--- config.mk ---
export PLATFORM = sky130hd
export DESIGN_NAME = sonuc_bcd_donusturucu
export DESIGN_NICKNAME = d
export VERILOG_FILES = /design/src/rtl/sonuc_bcd_donusturucu_pkg.sv /design/src/rtl/sonuc_bcd_donusturucu_duzelt.sv /design/src/rtl/sonuc_bcd_donusturucu.sv
export SDC_FILE = /design/constraint.sdc
export NUM_CORES = 1
export LEC_CHECK = 0
export CORE_AREA = 3 3 151 153
export DETAILED_ROUTE_END_ITERATION = 16
export DIE_AREA = 0 0 154 156
export GPL_TIMING_DRIVEN = 0
export PLACE_DENSITY = 0.85
export SETUP_SLACK_MARGIN = 0.05
export SLEW_MARGIN = 40
export SYNTH_ARGS = -nofsm -noshare
export SYNTH_HDL_FRONTEND = slang
export SYNTH_SLANG_ARGS = --single-unit
--- constraint.sdc ---
create_clock -name clk -period 20.1 [get_ports clk]
set_input_delay 3.015 -clock clk [delete_from_list [all_inputs] [get_ports clk]]
set_output_delay 3.015 -clock clk [all_outputs]
set_load 0.005 [all_outputs]
--- src/rtl/sonuc_bcd_donusturucu_pkg.sv ---
// Shared constants and state encoding for the product-to-BCD converter.
package hesap_paket;

  localparam int SONUC_GENISLIK = 64;
  localparam int BCD_BASAMAK    = 19;
  localparam int SAYAC_GENISLIK = 6;

  typedef enum logic [1:0] {
    BOSTA  = 2'd0,
    MUTLAK = 2'd1,
    KAYDIR = 2'd2,
    BITTI  = 2'd3
  } durum_t;

endpackage

--- src/rtl/sonuc_bcd_donusturucu_duzelt.sv ---
// Double-dabble correction cell: adds 3 to a BCD digit of 5 or more before the shift.
module bcd_basamak_duzelt (
  input  logic [3:0] basamak_i,
  output logic [3:0] duzeltilmis_o
);

  assign duzeltilmis_o = (basamak_i >= 4'd5) ? basamak_i + 4'd3 : basamak_i;

endmodule

--- src/rtl/sonuc_bcd_donusturucu.sv ---
// Sequential signed-binary to sign + packed-BCD converter, one operand bit per clock.
module sonuc_bcd_donusturucu
  import hesap_paket::*;
#(
  parameter int GENISLIK = SONUC_GENISLIK,
  parameter int BASAMAK  = BCD_BASAMAK
) (
  input  logic                   clk,
  input  logic                   rst,
  input  logic [GENISLIK-1:0]    giris,
  input  logic                   giris_gecerli,
  output logic                   hazir,
  output logic [4*BASAMAK-1:0]   bcd_cikis,
  output logic                   isaret,
  output logic [4:0]             basamak_sayisi,
  output logic                   cikis_gecerli,
  output logic                   mesgul
);

  localparam int BW = 4 * BASAMAK;
  localparam logic [SAYAC_GENISLIK-1:0] SON_SAYAC = SAYAC_GENISLIK'(GENISLIK - 1);

  durum_t                    durum_q, durum_d;
  logic [GENISLIK-1:0]       islenen_q, islenen_d;
  logic [BW-1:0]             karalama_q, karalama_d;
  logic [BW-1:0]             duzeltilmis;
  logic [SAYAC_GENISLIK-1:0] sayac_q, sayac_d;
  logic                      isaret_ic_q, isaret_ic_d;
  logic [BW-1:0]             bcd_q, bcd_d;
  logic                      isaret_q, isaret_d;
  logic [4:0]                basamak_q, basamak_d;
  logic                      gecerli_q, gecerli_d;
  logic [4:0]                basamak_hesap;

  for (genvar i = 0; i < BASAMAK; i++) begin : g_basamak
    bcd_basamak_duzelt u_duzelt (
      .basamak_i     (karalama_q[4*i +: 4]),
      .duzeltilmis_o (duzeltilmis[4*i +: 4])
    );

    // Shift-after-correction must never leave a non-decimal digit behind.
    a_basamak_gecerli : assert property (
      @(posedge clk) disable iff (rst) karalama_q[4*i +: 4] <= 4'd9
    );
  end

  always_comb begin
    basamak_hesap = 5'd1;
    for (int i = 0; i < BASAMAK; i++) begin
      if (karalama_q[4*i +: 4] != 4'd0) basamak_hesap = 5'(i + 1);
    end
  end

  always_comb begin
    // NOTE: every signal gets a default first so no path leaves it unassigned (no latch).
    durum_d     = durum_q;
    islenen_d   = islenen_q;
    karalama_d  = karalama_q;
    sayac_d     = sayac_q;
    isaret_ic_d = isaret_ic_q;
    bcd_d       = bcd_q;
    isaret_d    = isaret_q;
    basamak_d   = basamak_q;
    gecerli_d   = 1'b0;

    unique case (durum_q)
      BOSTA: begin
        if (giris_gecerli) begin
          islenen_d = giris;
          durum_d   = MUTLAK;
        end
      end
      MUTLAK: begin
        // Magnitude is kept unsigned, so the most negative input maps to 2^(W-1) cleanly.
        isaret_ic_d = islenen_q[GENISLIK-1];
        if (islenen_q[GENISLIK-1]) islenen_d = -islenen_q;
        karalama_d = '0;
        sayac_d    = '0;
        durum_d    = KAYDIR;
      end
      KAYDIR: begin
        karalama_d = {duzeltilmis[BW-2:0], islenen_q[GENISLIK-1]};
        islenen_d  = islenen_q << 1;
        sayac_d    = sayac_q + 1'b1;
        if (sayac_q == SON_SAYAC) durum_d = BITTI;
      end
      BITTI: begin
        bcd_d     = karalama_q;
        isaret_d  = isaret_ic_q;
        basamak_d = basamak_hesap;
        gecerli_d = 1'b1;
        durum_d   = BOSTA;
      end
      default: durum_d = BOSTA;
    endcase
  end

  // NOTE: the scratch and operand are plain registers, so they are reset along with the rest.
  always_ff @(posedge clk or posedge rst) begin
    if (rst) begin
      durum_q     <= BOSTA;
      islenen_q   <= '0;
      karalama_q  <= '0;
      sayac_q     <= '0;
      isaret_ic_q <= 1'b0;
      bcd_q       <= '0;
      isaret_q    <= 1'b0;
      basamak_q   <= 5'd1;
      gecerli_q   <= 1'b0;
    end else begin
      // NOTE: non-blocking updates so every register samples pre-edge values.
      durum_q     <= durum_d;
      islenen_q   <= islenen_d;
      karalama_q  <= karalama_d;
      sayac_q     <= sayac_d;
      isaret_ic_q <= isaret_ic_d;
      bcd_q       <= bcd_d;
      isaret_q    <= isaret_d;
      basamak_q   <= basamak_d;
      gecerli_q   <= gecerli_d;
    end
  end

  assign hazir          = (durum_q == BOSTA);
  assign mesgul         = (durum_q != BOSTA);
  assign bcd_cikis      = bcd_q;
  assign isaret         = isaret_q;
  assign basamak_sayisi = basamak_q;
  assign cikis_gecerli  = gecerli_q;

endmodule
Figure 1. The metal 3 layer.
Scale: 2 px per µm. Cells faint in the background.
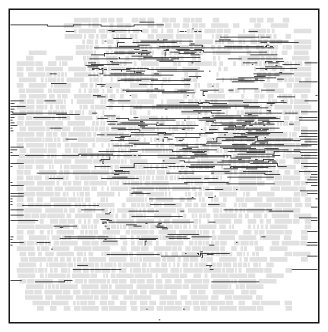
wire length on this layer = 4510 µm
share of all routed wire = 11%
nets with wire on the layer = 278
longest straight run = 89.7 µm
DR vias: 12400
final WL: 41600 µm

Figure 2. Metal layers overlaid.
Scale: 2 px per µm.
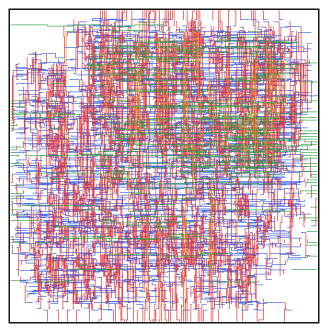
orange -> met4  # wire length 1690 µm
green -> met3  # wire length 4510 µm
red -> met2  # wire length 18800 µm
blue -> met1  # wire length 16600 µm
global-route usage over all layers: 33.7%
Routed wire per std cell: 23.0 µm

==> job_summary.md <==
### Yosys + OpenROAD results

| Metric | Value |
|---|---|
| Comb area | 0.00675 mm² |
| Synthesized area | 0.0131 mm² |
| Cell type with the largest total area | dfrtp_1 |
| Simple share | 18.1% |
| Cycle use final | 28.4% |
| Number of global-route vias before repair | 11900 |
| Cell count after synthesis | 1326 |
| Fraction of layout cells with a size suffix above 1 | 10.6% |
| Most frequent cell after synthesis | dfrtp_1 |
| Max Freq | 175 MHz |
| MUX share of area | 7.24% |
| Reg clk slew, reported paths | 60 ps |
| Slowest-stage cell, CP | clkbuf_1 |
| Top cells by area | dfrtp_1, mux2_2, ha_1 |
| Synth flops | 232 |
| Final Setup Violations | 0 |
| Met1 WL | 16600 µm |
| Pre-CTS setup slack | 14080 ps |
| Register share of total power | 46.9% |
| Initial detailed-routing violation count | 1798 |
| Global-route wire length before repair | 65600 µm |
| Top cell excl fill/tap | dfrtp_1 |
| Detailed Place HPWL | 28800 µm |
| Status | finished, final reports clean |
| Final WS setup | 14400 ps |
| Synthesized chip area reported by yosys | 0.0131 mm² |
| CTS sink count | 232 |
| Diode count | 0 |
Figure 3. Routing congestion map.
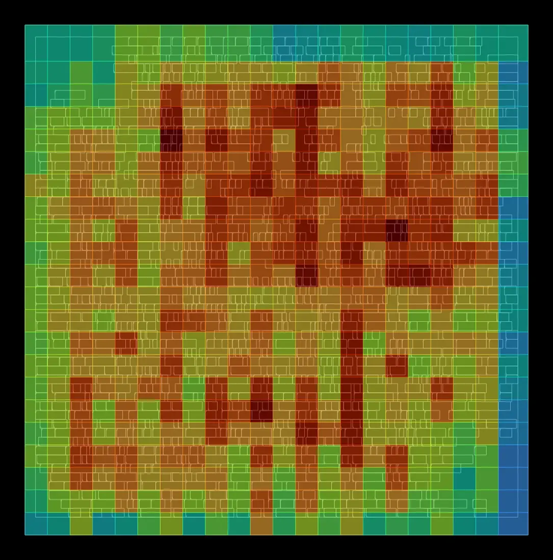
global routing usage on met1: 48.1%
Util after Layout: 73.6%
routing usage on met3: 6.52%
met2 global-route usage: 51.8%
GRT busiest layer: met2

==> power by group through the flow <==
stage	logic (mW)	registers, mW	clock network [mW]
finish	0.0263	0.467	0.503
global route	0.0284	0.467	0.526
CTS	0.0267	0.467	0.508
detailed placement	0.0266	0.476	0
global placement	0.0243	0.476	0
floorplan	0.00682	0.476	0
==> worst max-delay path by stage <==
stage | from | to | slack (ps) | depth (start not counted)
2_1_floorplan | rst | basamak_sayisi[1] | 10730 | 1
3_5_place_dp | giris_gecerli | islenen_q[42] | 14080 | 7
3_3_place_gp | rst | islenen_q[17] | 7720 | 2
4_1_cts | giris_gecerli | islenen_q[42] | 14600 | 7
5_1_grt | giris_gecerli | islenen_q[0] | 14370 | 7
6_report | giris_gecerli | islenen_q[42] | 14400 | 7
Power figures rest on the tool's default switching activity, not on a simulated workload.
